==> src/rtl/jk_excitation_counter_pkg.sv <==
// Shared JK flip-flop definitions: excitation codes, characteristic and excitation functions.
// Latency: none (types and pure functions only).
// Backpressure: not applicable.
package jk_excitation_counter_pkg;

    // J/K drive codes, packed as {j, k}
    typedef enum logic [1:0] {
        JK_HOLD   = 2'b00,
        JK_RESET  = 2'b01,
        JK_SET    = 2'b10,
        JK_TOGGLE = 2'b11
    } jk_code_e;

    // Characteristic equation: next Q from current Q and J/K drive
    function automatic logic jk_char(input logic q, input logic j, input logic k);
        return (j & ~q) | (~k & q);
    endfunction

    // Excitation table: the {j, k} that moves q to q_next. Toggle is never chosen;
    // a 0->1 move uses SET and a 1->0 move uses RESET, so J and K are never both high.
    function automatic logic [1:0] jk_excite(input logic q, input logic q_next);
        logic [1:0] code;
        code = JK_HOLD;
        case ({q, q_next})
            2'b01:   code = JK_SET;
            2'b10:   code = JK_RESET;
            default: code = JK_HOLD;
        endcase
        return code;
    endfunction

endpackage

==> src/rtl/jk_excitation_counter_cell.sv <==
// Single JK flip-flop with synchronous active-high reset and complementary outputs.
// Latency: 1 cycle from j/k to q; reset takes effect on the next rising edge.
// Backpressure: none, the cell updates on every edge.
module jk_cell
    import jk_excitation_counter_pkg::*;
(
    input  logic clk,
    input  logic rst,
    input  logic j,
    input  logic k,
    output logic q,
    output logic qb
);

    logic q_q;
    logic q_d;

    // Next state from the JK characteristic equation
    always_comb begin
        q_d = jk_char(q_q, j, k);
    end

    // State register; reset overrides whatever J/K are driving
    always_ff @(posedge clk) begin
        if (rst) begin
            q_q <= 1'b0;
        end else begin
            q_q <= q_d;
        end
    end

    assign q  = q_q;
    assign qb = ~q_q;

endmodule

==> src/rtl/jk_excitation_counter.sv <==
// Modulo-MODULUS up/down counter with load, built from WIDTH JK cells driven by excitation logic.
// Latency: 1 cycle inputs to count; tc, j_vec, k_vec are combinational (0 cycles).
// Backpressure: none, every enabled or load cycle takes effect on the next edge.
module jk_excitation_counter
    import jk_excitation_counter_pkg::*;
#(
    parameter int WIDTH   = 4,
    parameter int MODULUS = 10
) (
    input  logic             clk,
    input  logic             rst,
    input  logic             en,
    input  logic             up,
    input  logic             load,
    input  logic [WIDTH-1:0] load_val,
    output logic [WIDTH-1:0] count,
    output logic             tc,
    output logic [WIDTH-1:0] j_vec,
    output logic [WIDTH-1:0] k_vec
);

    // One extra bit so MODULUS == 2**WIDTH is representable for range checks
    localparam logic [WIDTH:0]   MOD_EXT = (WIDTH+1)'(MODULUS);
    localparam logic [WIDTH-1:0] TOP_VAL = WIDTH'(MODULUS - 1);

    logic [WIDTH-1:0] count_q;   // Q outputs of the JK cells
    logic [WIDTH-1:0] cell_qb;   // complementary rails of the JK cells
    logic [WIDTH-1:0] count_d;   // binary next state, ignoring rst
    logic             in_range;
    logic             at_top;
    logic             at_zero;
    logic             load_ok;

    // State decode shared by the next-state mux and terminal count
    always_comb begin
        in_range = ({1'b0, count_q} < MOD_EXT);
        at_top   = (count_q == TOP_VAL);
        at_zero  = (count_q == '0);
        load_ok  = ({1'b0, load_val} < MOD_EXT);
    end

    // Next-state mux: load beats count, out-of-range states fall back to 0.
    // rst is handled inside the cells so the excitation stays visible during reset.
    always_comb begin
        count_d = count_q;
        if (load) begin
            count_d = load_ok ? load_val : '0;
        end else if (en) begin
            if (!in_range) begin
                count_d = '0;
            end else if (up) begin
                count_d = at_top ? '0 : count_q + WIDTH'(1);
            end else begin
                count_d = at_zero ? TOP_VAL : count_q - WIDTH'(1);
            end
        end
    end

    // Excitation encoder: per bit, J/K that move current Q to the next state
    always_comb begin
        j_vec = '0;
        k_vec = '0;
        for (int i = 0; i < WIDTH; i++) begin
            {j_vec[i], k_vec[i]} = jk_excite(count_q[i], count_d[i]);
        end
    end

    // Terminal count: the step about to wrap; suppressed by a pending load
    always_comb begin
        tc = en & ~load & ((up & at_top) | (~up & at_zero));
    end

    // One JK cell per state bit
    for (genvar g = 0; g < WIDTH; g++) begin : g_cell
        jk_cell u_cell (
            .clk (clk),
            .rst (rst),
            .j   (j_vec[g]),
            .k   (k_vec[g]),
            .q   (count_q[g]),
            .qb  (cell_qb[g])
        );
    end

    assign count = count_q;

    // The toggle code must never reach a cell
    a_no_toggle : assert property (@(posedge clk) (j_vec & k_vec) == '0);

    // Cell rails must stay complementary
    a_rails : assert property (@(posedge clk) cell_qb == ~count_q);

endmodule

==> config.mk <==
export PLATFORM = sky130hd
export DESIGN_NAME = jk_excitation_counter
export DESIGN_NICKNAME = d
export VERILOG_FILES = /design/src/rtl/jk_excitation_counter_pkg.sv /design/src/rtl/jk_excitation_counter_cell.sv /design/src/rtl/jk_excitation_counter.sv
export SDC_FILE = /design/constraint.sdc
export NUM_CORES = 1
export LEC_CHECK = 0
export CAP_MARGIN = 0
export CORE_AREA = 8 8 45 47
export DETAILED_ROUTE_END_ITERATION = 16
export DIE_AREA = 0 0 53 55
export PLACE_DENSITY = 0.67
export SYNTH_ARGS = -nofsm -noshare
export SYNTH_HDL_FRONTEND = slang
export SYNTH_HIERARCHICAL = 1
export SYNTH_SLANG_ARGS = --single-unit
==> constraint.sdc <==
create_clock -name clk -period 1.8 [get_ports clk]
set_clock_uncertainty 0.1 [all_clocks]
set_input_delay 0.36 -clock clk [delete_from_list [all_inputs] [get_ports clk]]
set_output_delay 0.36 -clock clk [all_outputs]
set_load 0.02 [all_outputs]
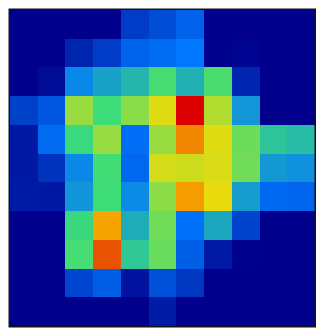
(wiring heat map)
The die is cut into 11 by 11 equal tiles; dark blue is low, red is high, scaled to the fullest tile. Values are wire area over tile area, all layers added.
nearly empty tiles: 36%
fullest tile: 0.55
tiles over half the peak: 22%

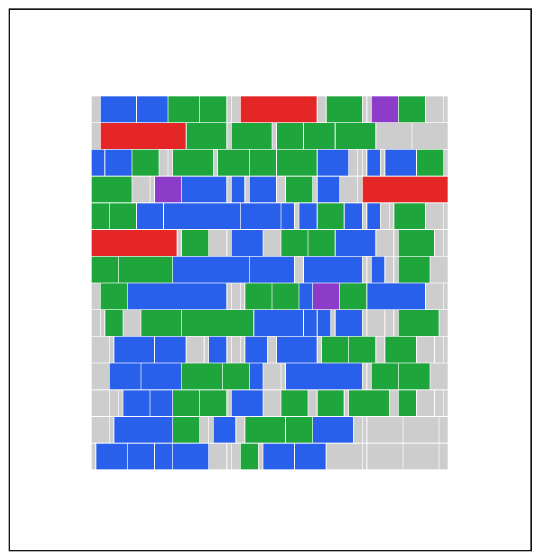
(cells coloured by class)
Fill, decap, tap and diode cells in grey.
legend:
  all other logic:
    colour: blue
    cells: 52
  cells driving clock nets:
    colour: purple
    cells: 3
  other buffers and delay cells:
    colour: green
    cells: 53
  flip-flops:
    colour: red
    cells: 4

==> reports/qor.log <==
qor: cts.maximum_clock_path_buffer_count 2
qor: grt.first_global_vias 722
qor: floorplanning.chipWidth 53 um
qor: synthesis.warnings_from_yosys 6
qor: drt.drt_iter0_markers 14
qor: pwr.power_frac_comb 57.6%
qor: floorplanning.die-area 0.00292 sq mm
qor: layout.largest_reg_flops 4
qor: cts.cts_inserted_buffers 3
qor: layout.final_cells 128
qor: worst_setup_path.timing.critical_path.slowest_cell_delay 0.37 ns
qor: worst_setup_path.end_kind output pin
qor: floorplanning.placeableCoreArea 0.00138 sq mm
qor: synthesis.netlist_area 410 sq um
qor: pwr.pg_seq 0.117 mW
qor: cts.clock_insertion_delay_at_the_later_pin_of_the_skew_report 0.25 ns
qor: worst_setup_path.timing.critical_path.slowest_stage_cell dfxtp_4
qor: pwr.dominant_power_group combinational logic
qor: job.stage_log_warning_count 29
qor: pwr.fraction_of_power_consumed_by_sequential_logic 20.8%
qor: worst_setup_path.ff2ff_setup_slack 0.06 ns
qor: worst_setup_path.cp_data_required_time 1.34 ns
qor: pwr.finalPower 0.561 mW
qor: layout.drive_above_1_share 72.3%
qor: drt.avgViaCountPerCell 5.53
qor: sta.max_slew_margin 77.0%
qor: sta.finalSetupViolations 6
qor: sta.period_minus_slack 1.95 ns
qor: pwr.power.share.clock 21.6%
qor: sta.worst_pin_slew 0.342 ns
qor: sta.worst_slack -0.153 ns
qor: grt.globalRouteOverflowTotal 0
qor: place.dpl.cell_count 112
qor: sta.fmax 512 MHz
qor: job.maxCapViolations 0
qor: run_status.run_status finished with violations
qor: pwr.power_drawn_by_the_clock_network 0.121 mW
qor: pwr.intPower 0.343 mW
qor: cts.numClockSinks 4
qor: sta.maxSlewViolCount 0
qor: pwr.p_sw_share 38.8%
qor: worst_setup_path.critical_path.cell_chain and2_4, buf_6, o21ai_2, a211o_1, o41ai_2, buf_4
qor: place.place_hpwl 1320 um
qor: layout.num_antenna_cells 0
qor: synthesis.avgSynthCellArea 6.84 sq um
qor: run_status.violations negative setup slack
qor: floorplanning.io-pin-count 22
qor: worst_setup_path.critical_path.n_buffers_inverters 2
## worst reg2reg max path, delay by kind of cell (launching register included)
kind | cells | cell delay, ns
compound gates | 3 | 0.38
buf+inv | 2 | 0.22
flops | 1 | 0.37
simple gates | 3 | 0.59
## through the flow
stage	utilization, %	hold WS, ns	setup TNS [ns]	area [sq um]
detailed placement	56.6	0.518	-7.94	783
global route	78.0	0.522	-0.978	1080
global placement	56.6	0.515	-7.75	783
finish	78.0	0.504	-0.615	1080
CTS	67.1	0.522	-0.428	928
floorplan	-	0.325	-0.0869	439
## layer usage
metal  part of all wire, %  routed length [um]  vias up  track usage [%]
met1                    36                 822      332             14.0
met2                    52                1200       35             26.0
met3                   8.6                 197        9             6.15
met5                     0                   0        -                0
met4                   3.1                  72        0             10.8
li1                      -                   -      332                -
## what timing repair did
| item | in CTS | in global routing |
|---|---|---|
| buffers inserted | 8 | 5 |
| pin swaps | 13 | 11 |
| setup endpoints to repair | 14 | 11 |
| resized | 92 | 26 |
| hold buffers | 0 | 0 |
## final timing paths
check,from,to,cells past startpoint
hold reg to reg,g_cell[2].u_cell/q,g_cell[2].u_cell/q,2
hold / removal,load_val[3],g_cell[2].u_cell/q,4
setup / recovery,g_cell[0].u_cell/q,j_vec[2],6
setup reg to reg,g_cell[0].u_cell/q,g_cell[1].u_cell/q,8
## layout by cell type, fill, tap and decap left out, types with 3 or more instances in the layout
master,n
a211oi_1,3
a21oi_2,3
nor2_1,5
dfxtp_4,3
o21ai_2,5
buf_6,10
dlygate4sd2_1,7
buf_2,3
buf_4,27
clkbuf_4,3
## layout make-up
cell class	count	area, sq um
multi-input cells	49	470
repair buffers	53	463
fillers	98	304
flip-flops and latches	4	92.6
clock buffers	3	22.5
well taps	16	20.0
inverters	3	11.3
Power is estimated from default activity; no workload was simulated.
